clk_routes.png
Scale bar: 50 um.
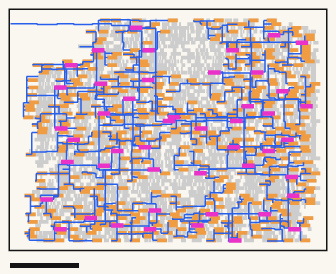
sizes.png
Scale bar: 50 um.
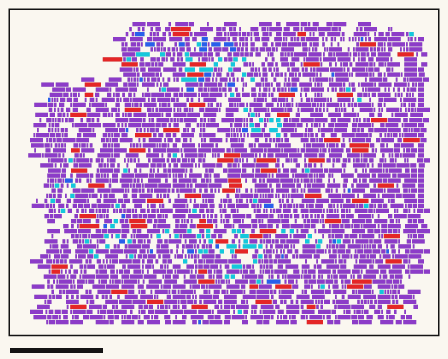
layer_met2.png
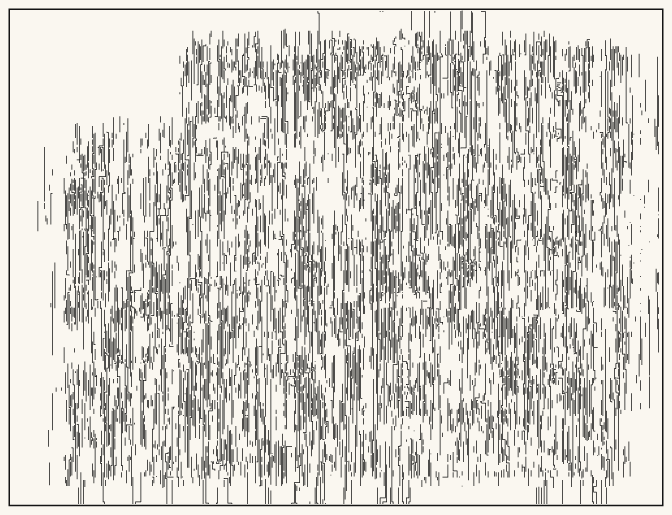
detail.png
Window x 158 to 188, y 29 to 59 um. Cells in grey, sequential cells in the stronger grey; small squares are vias.
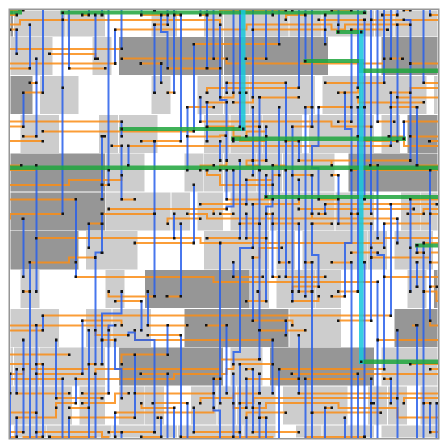
<file path="config.mk">
export PLATFORM = sky130hd
export DESIGN_NAME = paddle_mask_tracker
export DESIGN_NICKNAME = d
export VERILOG_FILES = /design/src/rtl/paddle_track_pkg.sv /design/src/rtl/serial_divider.sv /design/src/rtl/paddle_mask_tracker.sv
export SDC_FILE = /design/constraint.sdc
export NUM_CORES = 1
export LEC_CHECK = 0
export CORE_ASPECT_RATIO = 0.75
export CORE_MARGIN = 4
export CORE_UTILIZATION = 61
export CTS_CLUSTER_SIZE = 40
export DETAILED_ROUTE_END_ITERATION = 10
export PLACE_DENSITY = 0.8
export SETUP_SLACK_MARGIN = 0.05
export SLEW_MARGIN = 20
export SYNTH_ARGS = -nofsm -noshare
export SYNTH_HDL_FRONTEND = slang
export SYNTH_SLANG_ARGS = --single-unit
</file>
<file path="constraint.sdc">
create_clock -name clk -period 3.3 [get_ports clk]
set_clock_uncertainty 0.1 [all_clocks]
set_input_delay 0.66 -clock clk [delete_from_list [all_inputs] [get_ports clk]]
set_output_delay 0.66 -clock clk [all_outputs]
set_load 0.02 [all_outputs]
</file>
<file path="src/rtl/paddle_track_pkg.sv">
// Shared types for the paddle mask tracker.
//   track_state_e  : result-sequencing FSM states
//   track_result_t : published result (bbox, centroid, count, detected)
//   div_lat()      : serial divider latency, start to done, for an acc_w-bit divider
package paddle_track_pkg;

  // Result fields are sized for the default coordinate and count widths.
  localparam int unsigned CoordW = 13;
  localparam int unsigned CntW   = 19;

  typedef enum logic [1:0] {
    StIdle,
    StDivX,
    StDivY,
    StPublish
  } track_state_e;

  typedef struct packed {
    logic              detected;
    logic [CoordW-1:0] x_min;
    logic [CoordW-1:0] x_max;
    logic [CoordW-1:0] y_min;
    logic [CoordW-1:0] y_max;
    logic [CoordW-1:0] x_cen;
    logic [CoordW-1:0] y_cen;
    logic [CntW-1:0]   pix_count;
  } track_result_t;

  // One cycle to load operands plus one cycle per quotient bit.
  function automatic int unsigned div_lat(int unsigned acc_w);
    return acc_w + 1;
  endfunction

endpackage

</file>
<file path="src/rtl/serial_divider.sv">
// Unsigned restoring divider, one quotient bit per cycle.
//   clk, reset_n : clock, synchronous active-low reset (aborts any divide in flight)
//   start_i      : load dividend_i / divisor_i and begin; restarts if already busy
//   done_o       : one-cycle pulse div_lat(ACC_W) cycles after start_i
//   quotient_o   : low QUOT_W bits of floor(dividend/divisor); 0 when divisor is 0
module serial_divider
  import paddle_track_pkg::*;
#(
  parameter int unsigned ACC_W  = 32,
  parameter int unsigned QUOT_W = 13
) (
  input  logic              clk,
  input  logic              reset_n,
  input  logic              start_i,
  input  logic [ACC_W-1:0]  dividend_i,
  input  logic [ACC_W-1:0]  divisor_i,
  output logic              done_o,
  output logic [QUOT_W-1:0] quotient_o
);

  localparam int unsigned DIV_LAT = div_lat(ACC_W);
  localparam int unsigned StepW   = $clog2(DIV_LAT);

  logic             busy_q, done_q, div_zero_q;
  logic [StepW-1:0] step_q;
  logic [ACC_W-1:0] rem_q, quot_q, divisor_q, rem_d;
  logic [ACC_W:0]   shifted;
  logic             fits;

  // Shift the next dividend bit into the partial remainder and try a subtraction.
  always_comb begin
    shifted = {rem_q, quot_q[ACC_W-1]};
    fits    = shifted >= {1'b0, divisor_q};
    rem_d   = fits ? ACC_W'(shifted - {1'b0, divisor_q}) : shifted[ACC_W-1:0];
  end

  always_ff @(posedge clk) begin
    if (!reset_n) begin
      busy_q     <= 1'b0;
      done_q     <= 1'b0;
      div_zero_q <= 1'b0;
      step_q     <= '0;
      rem_q      <= '0;
      quot_q     <= '0;
      divisor_q  <= '0;
    end else begin
      done_q <= 1'b0;
      if (start_i) begin
        busy_q     <= 1'b1;
        step_q     <= StepW'(DIV_LAT - 1);
        rem_q      <= '0;
        quot_q     <= dividend_i;
        divisor_q  <= divisor_i;
        div_zero_q <= (divisor_i == '0);
      end else if (busy_q) begin
        rem_q  <= rem_d;
        quot_q <= {quot_q[ACC_W-2:0], fits};
        step_q <= step_q - StepW'(1);
        if (step_q == StepW'(1)) begin
          busy_q <= 1'b0;
          done_q <= 1'b1;
        end
      end
    end
  end

  assign done_o     = done_q;
  assign quotient_o = div_zero_q ? '0 : quot_q[QUOT_W-1:0];

endmodule

</file>
<file path="src/rtl/paddle_mask_tracker.sv">
// Paddle mask tracker: per-frame count, bounding box and centroid of a binary mask stream.
//   clk, reset_n       : clock, synchronous active-low reset
//   in_valid, in_pixel : raster-order mask pixel and its qualifier
//   frame_sync         : restarts the frame at (0,0), discarding partial accumulation
//   result_valid       : one-cycle strobe when new results are on the outputs
//   detected, x_/y_min/max, x_/y_cen, pix_count : held result of the last published frame
//   overrun            : sticky, a frame ended while the previous result was still in progress
// Optional: define PADDLE_MASK_ROI_EN to add roi_x_lo/roi_x_hi/roi_y_lo/roi_y_hi; mask pixels
// outside the inclusive ROI (bounds captured at frame start) are not accumulated.
module paddle_mask_tracker
  import paddle_track_pkg::*;
#(
  parameter int unsigned WIDTH      = 640,
  parameter int unsigned HEIGHT     = 480,
  parameter int unsigned COORD_W    = 13,
  parameter int unsigned CNT_W      = 19,
  parameter int unsigned ACC_W      = 32,
  parameter int unsigned MIN_PIXELS = 16
) (
  input  logic               clk,
  input  logic               reset_n,
  input  logic               in_valid,
  input  logic               in_pixel,
  input  logic               frame_sync,
`ifdef PADDLE_MASK_ROI_EN
  input  logic [COORD_W-1:0] roi_x_lo,
  input  logic [COORD_W-1:0] roi_x_hi,
  input  logic [COORD_W-1:0] roi_y_lo,
  input  logic [COORD_W-1:0] roi_y_hi,
`endif
  output logic               result_valid,
  output logic               detected,
  output logic [COORD_W-1:0] x_min,
  output logic [COORD_W-1:0] x_max,
  output logic [COORD_W-1:0] y_min,
  output logic [COORD_W-1:0] y_max,
  output logic [COORD_W-1:0] x_cen,
  output logic [COORD_W-1:0] y_cen,
  output logic [CNT_W-1:0]   pix_count,
  output logic               overrun
);

  logic accept, last_col, last_row, frame_end, in_roi, hit;
  logic [COORD_W-1:0] col_q, col_d, row_q, row_d;

  assign accept    = in_valid && !frame_sync;
  assign last_col  = (col_q == COORD_W'(WIDTH - 1));
  assign last_row  = (row_q == COORD_W'(HEIGHT - 1));
  assign frame_end = accept && last_col && last_row;

  always_comb begin
    col_d = col_q;
    row_d = row_q;
    if (frame_sync) begin
      col_d = '0;
      row_d = '0;
    end else if (in_valid) begin
      if (last_col) begin
        col_d = '0;
        row_d = last_row ? '0 : row_q + COORD_W'(1);
      end else begin
        col_d = col_q + COORD_W'(1);
      end
    end
  end

`ifdef PADDLE_MASK_ROI_EN
  logic               at_origin;
  logic [COORD_W-1:0] roi_x_lo_q, roi_x_hi_q, roi_y_lo_q, roi_y_hi_q;
  logic [COORD_W-1:0] rxl, rxh, ryl, ryh;

  // Bounds follow the inputs until the frame's first pixel is accepted, then hold.
  assign at_origin = (col_q == '0) && (row_q == '0);
  assign rxl = at_origin ? roi_x_lo : roi_x_lo_q;
  assign rxh = at_origin ? roi_x_hi : roi_x_hi_q;
  assign ryl = at_origin ? roi_y_lo : roi_y_lo_q;
  assign ryh = at_origin ? roi_y_hi : roi_y_hi_q;
  assign in_roi = (col_q >= rxl) && (col_q <= rxh) && (row_q >= ryl) && (row_q <= ryh);

  always_ff @(posedge clk) begin
    if (!reset_n) begin
      roi_x_lo_q <= '0;
      roi_x_hi_q <= '0;
      roi_y_lo_q <= '0;
      roi_y_hi_q <= '0;
    end else if (accept && at_origin) begin
      roi_x_lo_q <= roi_x_lo;
      roi_x_hi_q <= roi_x_hi;
      roi_y_lo_q <= roi_y_lo;
      roi_y_hi_q <= roi_y_hi;
    end
  end
`else
  assign in_roi = 1'b1;
`endif

  assign hit = accept && in_pixel && in_roi;

  // Accumulators, including the pixel of the current cycle.
  logic [CNT_W-1:0]   count_q, count_nx, snap_count_q;
  logic [ACC_W-1:0]   sum_x_q, sum_x_nx, sum_y_q, sum_y_nx, snap_sum_x_q, snap_sum_y_q;
  logic [COORD_W-1:0] x_min_q, x_min_nx, x_max_q, x_max_nx;
  logic [COORD_W-1:0] y_min_q, y_min_nx, y_max_q, y_max_nx;
  logic [COORD_W-1:0] snap_x_min_q, snap_x_max_q, snap_y_min_q, snap_y_max_q;

  always_comb begin
    count_nx = count_q;
    sum_x_nx = sum_x_q;
    sum_y_nx = sum_y_q;
    x_min_nx = x_min_q;
    x_max_nx = x_max_q;
    y_min_nx = y_min_q;
    y_max_nx = y_max_q;
    if (hit) begin
      count_nx = count_q + CNT_W'(1);
      sum_x_nx = sum_x_q + ACC_W'(col_q);
      sum_y_nx = sum_y_q + ACC_W'(row_q);
      x_min_nx = (col_q < x_min_q) ? col_q : x_min_q;
      x_max_nx = (col_q > x_max_q) ? col_q : x_max_q;
      y_min_nx = (row_q < y_min_q) ? row_q : y_min_q;
      y_max_nx = (row_q > y_max_q) ? row_q : y_max_q;
    end
  end

  track_state_e  state_q, state_d;
  track_result_t res_q, res_d;
  logic          snap_pend_q, snap_load, busy, snap_det, overrun_q, pub_load;
  logic          div_start, div_done;
  logic [ACC_W-1:0]   div_dividend, div_divisor;
  logic [COORD_W-1:0] div_quot, x_cen_q, x_cen_d;

  // A snapshot is taken only when no earlier result is still being worked on.
  assign busy      = (state_q != StIdle) || snap_pend_q;
  assign snap_load = frame_end && !busy;
  assign snap_det  = (snap_count_q >= CNT_W'(MIN_PIXELS));

  always_ff @(posedge clk) begin
    if (!reset_n) begin
      col_q        <= '0;
      row_q        <= '0;
      count_q      <= '0;
      sum_x_q      <= '0;
      sum_y_q      <= '0;
      x_min_q      <= '1;
      x_max_q      <= '0;
      y_min_q      <= '1;
      y_max_q      <= '0;
      snap_count_q <= '0;
      snap_sum_x_q <= '0;
      snap_sum_y_q <= '0;
      snap_x_min_q <= '0;
      snap_x_max_q <= '0;
      snap_y_min_q <= '0;
      snap_y_max_q <= '0;
      snap_pend_q  <= 1'b0;
      overrun_q    <= 1'b0;
      state_q      <= StIdle;
      x_cen_q      <= '0;
      res_q        <= '0;
    end else begin
      col_q <= col_d;
      row_q <= row_d;
      if (frame_sync || frame_end) begin
        count_q <= '0;
        sum_x_q <= '0;
        sum_y_q <= '0;
        x_min_q <= '1;
        x_max_q <= '0;
        y_min_q <= '1;
        y_max_q <= '0;
      end else begin
        count_q <= count_nx;
        sum_x_q <= sum_x_nx;
        sum_y_q <= sum_y_nx;
        x_min_q <= x_min_nx;
        x_max_q <= x_max_nx;
        y_min_q <= y_min_nx;
        y_max_q <= y_max_nx;
      end
      if (snap_load) begin
        snap_count_q <= count_nx;
        snap_sum_x_q <= sum_x_nx;
        snap_sum_y_q <= sum_y_nx;
        snap_x_min_q <= x_min_nx;
        snap_x_max_q <= x_max_nx;
        snap_y_min_q <= y_min_nx;
        snap_y_max_q <= y_max_nx;
      end
      snap_pend_q <= snap_load;
      if (frame_end && busy) overrun_q <= 1'b1;
      state_q <= state_d;
      x_cen_q <= x_cen_d;
      res_q   <= res_d;
    end
  end

  always_comb begin
    state_d      = state_q;
    div_start    = 1'b0;
    div_dividend = snap_sum_x_q;
    pub_load     = 1'b0;
    x_cen_d      = x_cen_q;
    unique case (state_q)
      StIdle: begin
        if (snap_pend_q) begin
          if (snap_det) begin
            div_start = 1'b1;
            state_d   = StDivX;
          end else begin
            pub_load = 1'b1;
            state_d  = StPublish;
          end
        end
      end
      StDivX: begin
        if (div_done) begin
          x_cen_d      = div_quot;
          div_start    = 1'b1;
          div_dividend = snap_sum_y_q;
          state_d      = StDivY;
        end
      end
      StDivY: begin
        if (div_done) begin
          pub_load = 1'b1;
          state_d  = StPublish;
        end
      end
      StPublish: state_d = StIdle;
      default:   state_d = StIdle;
    endcase
  end

  // Result registers load on entry to StPublish; y centroid comes straight off the divider.
  always_comb begin
    res_d = res_q;
    if (pub_load) begin
      res_d           = '0;
      res_d.pix_count = CntW'(snap_count_q);
      if (snap_det) begin
        res_d.detected = 1'b1;
        res_d.x_min    = CoordW'(snap_x_min_q);
        res_d.x_max    = CoordW'(snap_x_max_q);
        res_d.y_min    = CoordW'(snap_y_min_q);
        res_d.y_max    = CoordW'(snap_y_max_q);
        res_d.x_cen    = CoordW'(x_cen_q);
        res_d.y_cen    = CoordW'(div_quot);
      end
    end
  end

  assign div_divisor = ACC_W'(snap_count_q);

  serial_divider #(
    .ACC_W (ACC_W),
    .QUOT_W(COORD_W)
  ) u_div (
    .clk       (clk),
    .reset_n   (reset_n),
    .start_i   (div_start),
    .dividend_i(div_dividend),
    .divisor_i (div_divisor),
    .done_o    (div_done),
    .quotient_o(div_quot)
  );

  assign result_valid = (state_q == StPublish);
  assign detected     = res_q.detected;
  assign x_min        = COORD_W'(res_q.x_min);
  assign x_max        = COORD_W'(res_q.x_max);
  assign y_min        = COORD_W'(res_q.y_min);
  assign y_max        = COORD_W'(res_q.y_max);
  assign x_cen        = COORD_W'(res_q.x_cen);
  assign y_cen        = COORD_W'(res_q.y_cen);
  assign pix_count    = CNT_W'(res_q.pix_count);
  assign overrun      = overrun_q;

endmodule
</file>
==> tab_implementation.tex <==
% Synthesis and place-and-route results
\begin{tabular}{lr}
\hline
Metric & Value \\
\hline
\multicolumn{2}{l}{\textbf{Run}} \\
\quad Max Cap Violations & 0 \\
\quad Tool warnings & 30 \\
\multicolumn{2}{l}{\textbf{Final layout}} \\
\quad Number of clock-tree buffers in the layout & 65 \\
\quad Combinational gates & 1860 \\
\quad Number of cells in the finished layout apart from fillers & 3226 \\
\quad Final Util & 71.7\% \\
\quad Fraction of area in clock buffers and inverters & 6.27\% \\
\quad Sequential share of cell area & around 39\% \\
\quad Number of antenna cells inserted & 0 \\
\quad Highest-count logic cell in the final layout & sky130\_fd\_sc\_hd\_\_dfxtp\_1 \\
\multicolumn{2}{l}{\textbf{STA}} \\
\quad Relative max-transition margin & 28.4\% \\
\quad Setup violation total in the final timing report & 0 \\
\quad Worst slack on hold paths & 0.349 ns \\
\quad Final min period & 3.09 ns \\
\multicolumn{2}{l}{\textbf{Pwr}} \\
\quad Worst VDD drop & approximately 0.34 mV \\
\quad Power density cells & $\sim$470 nW/um2 \\
\quad Total leakage power & 9.89 nW \\
\quad Final Power & around 12 mW \\
\multicolumn{2}{l}{\textbf{CTS}} \\
\quad Maximum clock insertion buffer count & 3 \\
\quad Clock Pin Slew Worst Setup and Hold Paths & about 0.070 ns \\
\quad Clock buffers created by TritonCTS & approximately 47 \\
\multicolumn{2}{l}{\textbf{Synth}} \\
\quad Post-Synth XOR/XNOR Area & 4.60\% \\
\quad Leading cell type by number of instances after synthesis & sky130\_fd\_sc\_hd\_\_dfxtp\_1 \\
\quad Summed standard-cell area reported by yosys & 22600 um2 \\
\quad Top area cells in the synthesized netlist & sky130\_fd\_sc\_hd\_\_dfxtp\_1 (44\%), sky130\_fd\_sc\_hd\_\_nor2\_1 (6.2\%), sky130\_fd\_sc\_hd\_\_ha\_1 (5.7\%) \\
\quad Area share of and/or/nand/nor cells after synthesis & 17.9\% \\
\multicolumn{2}{l}{\textbf{Critical path}} \\
\quad Length in cells of the worst reg-to-reg path & 8 \\
\quad CP Max Fanout & 10 \\
\quad Data arrival time at the worst-slack endpoint & 3.41 ns \\
\quad Slowest stage delay, CP & 0.54 ns \\
\quad Data required time at the worst endpoint & 3.62 ns \\
\quad Count of buffering cells on the critical path with inverters included & 0 \\
\quad End of the critical path & snap\_sum\_y\_q[25] \\
\multicolumn{2}{l}{\textbf{Floorplan}} \\
\quad Std cell rows & 60 \\
\multicolumn{2}{l}{\textbf{Place}} \\
\quad Final estimated routing congestion in global placement & 0.897 \\
\quad DP Wirelength & 39.1 mm \\
\quad Total cell area at the placement stage & 24300 um2 \\
\multicolumn{2}{l}{\textbf{Global route}} \\
\quad Layer with the highest usage & met2 \\
\multicolumn{2}{l}{\textbf{Routing}} \\
\quad Total via count in the routed design & 19400 \\
\quad Routed met1 length & about 26 mm \\
\multicolumn{2}{l}{\textbf{Run status}} \\
\quad Run status & completed \\
\hline
\end{tabular}
Notes on clk_routes.png above:
[orange] flip-flops | count: 503
[magenta] clock drivers | count: 47
[blue] clock wires | length: 5660 um
routed clock nets: 48

Notes on sizes.png above:
[red] _6 and larger | cells: 71 | most used: clkbuf_16
[blue] _2 cells | cells: 34 | most used: clkinv_2
[purple] _0 and _1 cells | cells: 2534 | most used: dfxtp_1
[cyan] _3 and _4 cells | cells: 91 | most used: buf_4

Notes on layer_met2.png above:
nets with wire on the layer: 2411
main direction: vertical
longest straight run: 83.3 um
share of all routed wire: 45%

Notes on detail.png above:
[green] metal 3
[cyan] metal 4
[blue] metal 2
[orange] metal 1
sequential cells in the window: 11
cells with their middle in the window: 80
most frequent: ha_1 (14), dfxtp_1 (11)
netlist names of flops here include: `y_max_q` (5), `row_q` (2)

[power breakdown]
group          total, mW  switching [mW]  internal (mW)
Clock               5.73            2.35           3.39
Sequential          6.10          0.0152           6.09
Combinational      0.361           0.257          0.104
Total               12.2            2.62           9.58
[worst min-delay path, cell delays in order, from the launching register on]
cell and delay [ns]:
sky130_fd_sc_hd__dfxtp_1 0.31, sky130_fd_sc_hd__nand2_1 0.05, sky130_fd_sc_hd__a21oi_1 0.05
[cells by family (layout without fill, tap and decap cells)]
family	after synthesis	in the layout
simple gates	893	893
xor+xnor	119	119
compound gates	643	643
mux	98	98
fa+ha+maj	107	107
buf+inv	262	367
flops	503	503
[repair_timing]
action | CTS | global route
hold buffers | 0 | 0
pin swaps | 0 | 1
resized | 1 | 6
setup endpoints to repair | 1 | 23
buffers inserted | 0 | 0
Power is estimated from default activity; no workload was simulated.
